## src/rtl/shift_req_pkg.sv

```systemverilog
// Shared types and constants for the two-requester shifter scheduler.
// Requester IDs index the per-port vectors: bit 0 is A, bit 1 is B.
package shift_req_pkg;

    localparam int SHIFT_W  = 32;
    localparam int SHIFT_SW = 5;

    typedef enum logic {
        REQ_A = 1'b0,
        REQ_B = 1'b1
    } req_id_t;

    typedef struct packed {
        logic [SHIFT_W-1:0]  x;
        logic [SHIFT_SW-1:0] s;
        logic                left;
        logic                logical;
    } shift_op_t;

    function automatic req_id_t other_req(input req_id_t id);
        return (id == REQ_A) ? REQ_B : REQ_A;
    endfunction

endpackage

```

## src/rtl/shift_rr_arb.sv

```systemverilog
// Two-input round-robin arbiter. The priority pointer names the port that
// wins a tie; it moves to the other port after every grant.
module shift_rr_arb
    import shift_req_pkg::*;
(
    input  logic       clk,
    input  logic       srst,
    input  logic [1:0] req,
    input  logic       en,
    output logic [1:0] gnt
);

    req_id_t ptr_q;
    req_id_t ptr_d;

    always_comb begin
        gnt   = 2'b00;
        ptr_d = ptr_q;
        if (en) begin
            case (req)
                2'b01:   gnt = 2'b01;
                2'b10:   gnt = 2'b10;
                2'b11:   gnt = (ptr_q == REQ_A) ? 2'b01 : 2'b10;
                default: gnt = 2'b00;
            endcase
        end
        if (gnt[0]) begin
            ptr_d = other_req(REQ_A);
        end else if (gnt[1]) begin
            ptr_d = other_req(REQ_B);
        end
    end

    always_ff @(posedge clk) begin
        if (srst) begin
            ptr_q <= REQ_A;
        end else begin
            ptr_q <= ptr_d;
        end
    end

endmodule

```

## src/rtl/shift_req_ctrl.sv

```systemverilog
// Round-robin two-port scheduler and two-stage (issue, result) pipeline for a
// shared external barrel shifter. Define SHIFT_REQ_STATS_EN for grant counters.
module shift_req_ctrl
    import shift_req_pkg::*;
#(
    parameter int W     = SHIFT_W,
    parameter int SW    = SHIFT_SW,
    parameter int CNT_W = 16
) (
    input  logic          CLK,
    input  logic          RST,
    input  logic          REQ_VALID_A,
    input  logic          REQ_VALID_B,
    output logic          REQ_READY_A,
    output logic          REQ_READY_B,
    input  logic [W-1:0]  REQ_X_A,
    input  logic [W-1:0]  REQ_X_B,
    input  logic [SW-1:0] REQ_S_A,
    input  logic [SW-1:0] REQ_S_B,
    input  logic          REQ_LEFT_A,
    input  logic          REQ_LEFT_B,
    input  logic          REQ_LOG_A,
    input  logic          REQ_LOG_B,
    output logic [W-1:0]  SH_X,
    output logic [SW-1:0] SH_S,
    output logic          SH_LEFT,
    output logic          SH_LOG,
    input  logic [W-1:0]  SH_Z,
    output logic          RSP_VALID_A,
    output logic          RSP_VALID_B,
    input  logic          RSP_READY_A,
    input  logic          RSP_READY_B,
`ifdef SHIFT_REQ_STATS_EN
    output logic [CNT_W-1:0] GNT_CNT_A,
    output logic [CNT_W-1:0] GNT_CNT_B,
`endif
    output logic [W-1:0]  RSP_Z
);

    logic [1:0] req_valid;
    logic [1:0] rsp_ready;
    logic [1:0] gnt;
    logic [1:0] req_ready;
    logic [1:0] rsp_valid;
    logic       r_free;
    logic       i_free;

    // Issue stage
    logic          i_valid_q, i_valid_d;
    req_id_t       i_owner_q, i_owner_d;
    logic [W-1:0]  i_x_q, i_x_d;
    logic [SW-1:0] i_s_q, i_s_d;
    logic          i_left_q, i_left_d;
    logic          i_log_q, i_log_d;

    // Result stage
    logic          r_valid_q, r_valid_d;
    req_id_t       r_owner_q, r_owner_d;
    logic [W-1:0]  r_z_q, r_z_d;

    assign req_valid = {REQ_VALID_B, REQ_VALID_A};
    assign rsp_ready = {RSP_READY_B, RSP_READY_A};

    always_comb begin
        r_free = !r_valid_q || rsp_ready[r_owner_q];
        i_free = !i_valid_q || r_free;
    end

    shift_rr_arb u_arb (
        .clk  (CLK),
        .srst (RST),
        .req  (req_valid),
        .en   (i_free),
        .gnt  (gnt)
    );

    always_comb begin
        i_valid_d = i_valid_q;
        i_owner_d = i_owner_q;
        i_x_d     = i_x_q;
        i_s_d     = i_s_q;
        i_left_d  = i_left_q;
        i_log_d   = i_log_q;
        if (i_free) begin
            i_valid_d = |gnt;
            if (gnt[1]) begin
                i_owner_d = REQ_B;
                i_x_d     = REQ_X_B;
                i_s_d     = REQ_S_B;
                i_left_d  = REQ_LEFT_B;
                i_log_d   = REQ_LOG_B;
            end else if (gnt[0]) begin
                i_owner_d = REQ_A;
                i_x_d     = REQ_X_A;
                i_s_d     = REQ_S_A;
                i_left_d  = REQ_LEFT_A;
                i_log_d   = REQ_LOG_A;
            end
        end
    end

    always_comb begin
        r_valid_d = r_valid_q;
        r_owner_d = r_owner_q;
        r_z_d     = r_z_q;
        if (r_free) begin
            r_valid_d = i_valid_q;
            r_owner_d = i_owner_q;
            r_z_d     = SH_Z;
        end
    end

    always_ff @(posedge CLK) begin
        if (RST) begin
            i_valid_q <= 1'b0;
            r_valid_q <= 1'b0;
        end else begin
            i_valid_q <= i_valid_d;
            r_valid_q <= r_valid_d;
        end
    end

    // Payloads carry no reset; the valid bits alone qualify them.
    always_ff @(posedge CLK) begin
        i_owner_q <= i_owner_d;
        i_x_q     <= i_x_d;
        i_s_q     <= i_s_d;
        i_left_q  <= i_left_d;
        i_log_q   <= i_log_d;
        r_owner_q <= r_owner_d;
        r_z_q     <= r_z_d;
    end

    // Empty stages present zeros so the outputs are defined right after reset.
    assign SH_X    = i_valid_q ? i_x_q : '0;
    assign SH_S    = i_valid_q ? i_s_q : '0;
    assign SH_LEFT = i_valid_q & i_left_q;
    assign SH_LOG  = i_valid_q & i_log_q;
    assign RSP_Z   = r_valid_q ? r_z_q : '0;

    for (genvar gi = 0; gi < 2; gi++) begin : g_port
        assign req_ready[gi] = i_free & gnt[gi];
        assign rsp_valid[gi] = r_valid_q && (r_owner_q == ((gi == 0) ? REQ_A : REQ_B));
    end

    assign REQ_READY_A = req_ready[0];
    assign REQ_READY_B = req_ready[1];
    assign RSP_VALID_A = rsp_valid[0];
    assign RSP_VALID_B = rsp_valid[1];

`ifdef SHIFT_REQ_STATS_EN
    for (genvar gi = 0; gi < 2; gi++) begin : g_cnt
        logic [CNT_W-1:0] cnt_q, cnt_d;

        always_comb begin
            cnt_d = cnt_q;
            if (req_ready[gi] && req_valid[gi] && (cnt_q != {CNT_W{1'b1}})) begin
                cnt_d = cnt_q + CNT_W'(1);
            end
        end

        always_ff @(posedge CLK) begin
            if (RST) begin
                cnt_q <= '0;
            end else begin
                cnt_q <= cnt_d;
            end
        end
    end

    assign GNT_CNT_A = g_cnt[0].cnt_q;
    assign GNT_CNT_B = g_cnt[1].cnt_q;
`else
    logic [CNT_W-1:0] unused_cnt;
    assign unused_cnt = '0;
`endif

endmodule
```

## config.mk

```make
export PLATFORM = sky130hd
export DESIGN_NAME = shift_req_ctrl
export DESIGN_NICKNAME = d
export VERILOG_FILES = /design/src/rtl/shift_req_pkg.sv /design/src/rtl/shift_rr_arb.sv /design/src/rtl/shift_req_ctrl.sv
export SDC_FILE = /design/constraint.sdc
export NUM_CORES = 1
export LEC_CHECK = 0
export CAP_MARGIN = 5
export CORE_MARGIN = 1.5
export CORE_UTILIZATION = 38
export DETAILED_ROUTE_END_ITERATION = 7
export GPL_ROUTABILITY_DRIVEN = 0
export PLACE_DENSITY = 0.78
export RECOVER_POWER = 100
export SYNTH_ARGS = -nofsm -noshare
export SYNTH_HDL_FRONTEND = slang
export SYNTH_SLANG_ARGS = --single-unit
```

## constraint.sdc

```tcl
create_clock -name CLK -period 3.7 [get_ports CLK]
set_input_delay 0.555 -clock CLK [delete_from_list [all_inputs] [get_ports CLK]]
set_output_delay 0.555 -clock CLK [all_outputs]
set_load 0.02 [all_outputs]
```

Fig. 1: sizing map
(4 px per um)
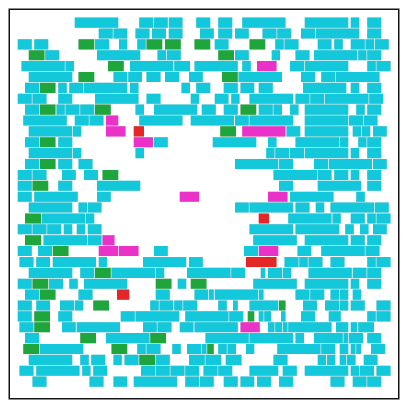
drive 1 or less -> cyan  # cells 365, share 87%
drive 3 to 4 -> red  # cells 4, share 0.95%
drive 2 -> green  # cells 38, share 9.1%
drive 6 and up -> magenta  # cells 12, share 2.9%

Fig. 2: track usage over the die
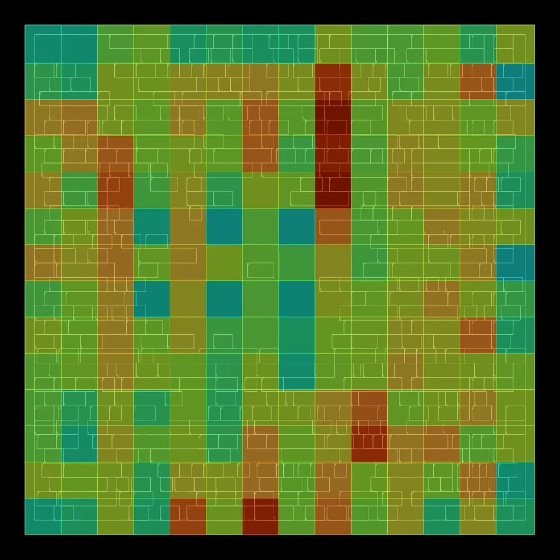
routed wire length per instance: 15.32 um
post-layout util: 64.08%
all-layer global routing usage: 17.62%

Fig. 3: metal 3
(3 px per um)
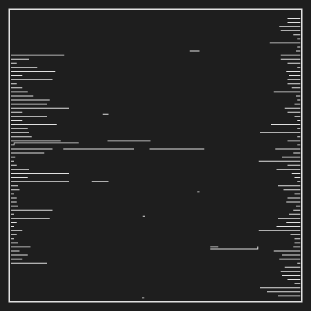
longest straight run = 23.2 um
share of all routed wire = 9.5%
main direction = horizontal
nets with wire on the layer = 125
wire length on this layer = 767 um

==> flow_summary.json <==
{
  "peakVddDrop_uv": 236.6,
  "cp_max_fo": 34,
  "cts-resized-gates": 0,
  "fin_crit_sh_pct": 82.63,
  "relSlewSlack_pct": -9.096,
  "gr-usage-met2_pct": 29.37,
  "numCtsBuffers": 9,
  "cp_slowest_cell": "clkbuf_1",
  "tightest_slew_ns": 1.636,
  "fp_util_pct": 38.87,
  "final-hold-violation-count": 0,
  "rsz0062_at_grt": "false",
  "flop_cell": "edfxtp_1",
  "netlist_area_um2": 3357,
  "clk_latency_ns": 0.34,
  "logic_area_um2": 1008,
  "synth_area_per_cell_um2": 15.26,
  "r2r_slack_ns": 1.07,
  "clockBufferDepth": 2,
  "synthDistinctLibCells": 19,
  "grt_pass1_vias": 2587,
  "globalRouteOverflowTotal": 0,
  "clock_skew_ns": 0.01132,
  "hold_class": "flip-flop to flip-flop",
  "cts_max_level": 3,
  "antennaDiodeCount": 0,
  "dr.pass1.iters": 4,
  "grt_first_pass_wirelength_um": 12930,
  "drc": 0,
  "clockRootBuffer": "clkbuf_8",
  "timing.final.crit_period_ns": 3.057,
  "post_dp_cell_area_um2": 5371,
  "critPathKind": "flip-flop to output pin",
  "drt-total-wl_um": 8073,
  "fin_nets": 530,
  "yosys_register_bits": 76,
  "tool_warnings": 26,
  "synthArstFlopShare_pct": 0,
  "die_y_um": 96.99,
  "postCtsHoldBufs": 0,
  "finalSetupViolCount": 0,
  "crit_path_start_kind": "flip-flop",
  "top_usage_layer": "met2",
  "use_met1_pct": 20.93,
  "violations": "max-capacitance violations, max-slew violations",
  "leakage_nw": 2.125,
  "fin_area_um2": 5534,
  "power_mw": 2.111,
  "critical_path_required_ns": 3.14,
  "die-width_um": 96.99,
  "cts.sinks": 76,
  "vias_per_cell": 4.687,
  "antenna_found_initial": 0,
  "arrival_ns": 2.50,
  "dpl.cell_count": 511,
  "path_buffers": 2,
  "vias": 2470,
  "path_clk_slew_ns": 0.09,
  "ys_area_um2": 3357,
  "die_area_um2": 9407,
  "tritoncts": "built",
  "max_freq_mhz": 327.1,
  "cpPeakStageDelay_ns": 0.79,
  "status": "finished, violations left",
  "register_area_um2": 2252,
  "io_pins": 191,
  "edf_count": 73,
  "p_per_area_nw_per_um2": 381.4,
  "core-area_um2": 8636,
  "slew_violations": 33,
  "fin_cells": 527,
  "use_met3_pct": 6.358,
  "worstSetupEndpointType": "output pin",
  "ys_top_cells_by_count": "73 x and2_1, 73 x edfxtp_1, 36 x mux2_2",
  "critPathTopFamily": "buffers and inverters",
  "syn_inst": 220,
  "ys_cells": 220,
  "area_leaders": "edfxtp_1 65%, and2_1 14%, mux2_2 12%, dfxtp_1 1.8%, buf_6 1.3%",
  "ys_seq_share_pct": 67.09,
  "cts_setup_buffers": 0,
  "drtIter0Drc": 70,
  "setup_tns_ns": 0,
  "io_buffers": 190,
  "drive_gt1_share_pct": 12.89,
  "yosysWarnings": 0,
  "crit_chain": "clkbuf_1 -> and2_1 -> dlygate4sd3_1",
  "area_growth_syn_to_layout_pct": 64.85,
  "ant_nets": 0,
  "num_rows": 34,
  "fill_cells": 670,
  "grt_max_degree": 42,
  "syn_nets": 336,
  "top_area_share_pct": 65.30,
  "hpwlAfterDp_um": 6054,
  "synth_area_leader_cell": "edfxtp_1",
  "cap_viol_max_count": 1
}
Fig. 4: gate families picked out
(4 px per um)
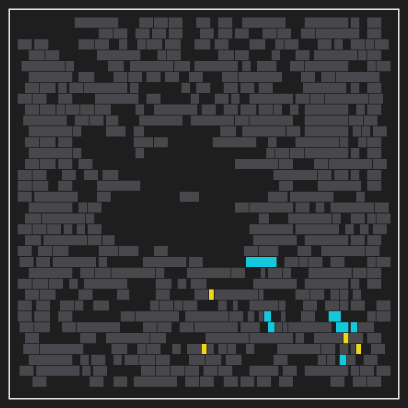
inverting AOI/OAI gates -> cyan  # cells 7, where lower right
inverters -> yellow  # cells 4

Fig. 5: met2 routing
(3 px per um)
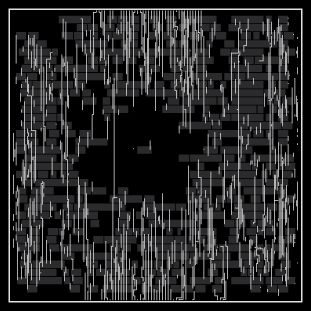
share of all routed wire = 49%
nets with wire on the layer = 473
wire length on this layer = 3,930 um
main direction = vertical

==> final timing paths <==
| path | start | depth (start not counted) | to |
|---|---|---|---|
| worst max register to register | r_owner_q | 4 | i_x_q[0] |
| worst min register to register | i_owner_q | 0 | r_owner_q |
| worst max-delay path | r_valid_q | 3 | RSP_Z[9] |
| worst min-delay path | i_owner_q | 0 | r_owner_q |
==> state kept, by name, summed over array words and instances (netlist names) <==
signal and flops:
i_x_q 32, r_z_q 32, i_s_q 5, i_left_q 1
i_log_q 1, i_owner_q 1, i_valid_q 1, r_owner_q 1
r_valid_q 1, u_arb.ptr_q 1
==> logic make-up (layout without fill, tap and decap cells) <==
group	count (synthesis)	count (layout)	share of synthesized area [%]
AND-OR/OR-AND	7	7	1.827
buffers and inverters	16	215	2.683
flip-flops	76	76	67.09
multiplexers	41	41	13.83
AND/OR/NAND/NOR	80	80	14.57
==> per-layer routing <==
layer	wire [um]	vias to the layer above
li1	-	1166
met1	3246	1160
met2	3932	134
met3	766	10
met4	127	0
met5	0	-
==> worst register-to-register path, delay by kind of cell (launching register included) <==
| kind | cells | cell delay (ns) |
|---|---|---|
| buf+inv | 1 | 0.81 |
| flops | 1 | 0.47 |
| compound gates | 1 | 0.30 |
| mux | 2 | 0.82 |
==> power breakdown <==
part	switching, mW	internal, mW	total (mW)	leakage, nW
clock	0.321	0.315	0.636	0.0939
sequential	0.0188	1.04	1.06	0.775
combinational	0.180	0.240	0.419	1.26
==> cells in the final DEF (no fill, tap or decap), types with 3 or more instances in the layout <==
master	n
and2_0	4
and2_1	69
clkbuf_2	3
clkbuf_8	9
clkdlybuf4s50_1	113
dfxtp_1	3
dlygate4sd3_1	77
edfxtp_1	73
inv_1	4
mux2_1	5
mux2_2	35
==> layout make-up <==
cell class                 instances  share of cell area, %
timing repair buffer             195                  34.77
inverter                           4                 0.2713
tap                              108                  2.442
clock inverter                     7                  1.357
clock buffer                       9                  2.238
sequential                        76                  40.70
multi-input combinational        128                  18.22
==> through the flow <==
step	hold slack [ns]	setup slack (ns)
floorplan	0.4003	0.4901
global placement	0.4036	1.016
detailed placement	0.4071	0.9911
CTS	0.4362	0.9810
global route	0.4726	0.4780
finish	0.4387	0.6427
Power and IR drop assume default switching activity.
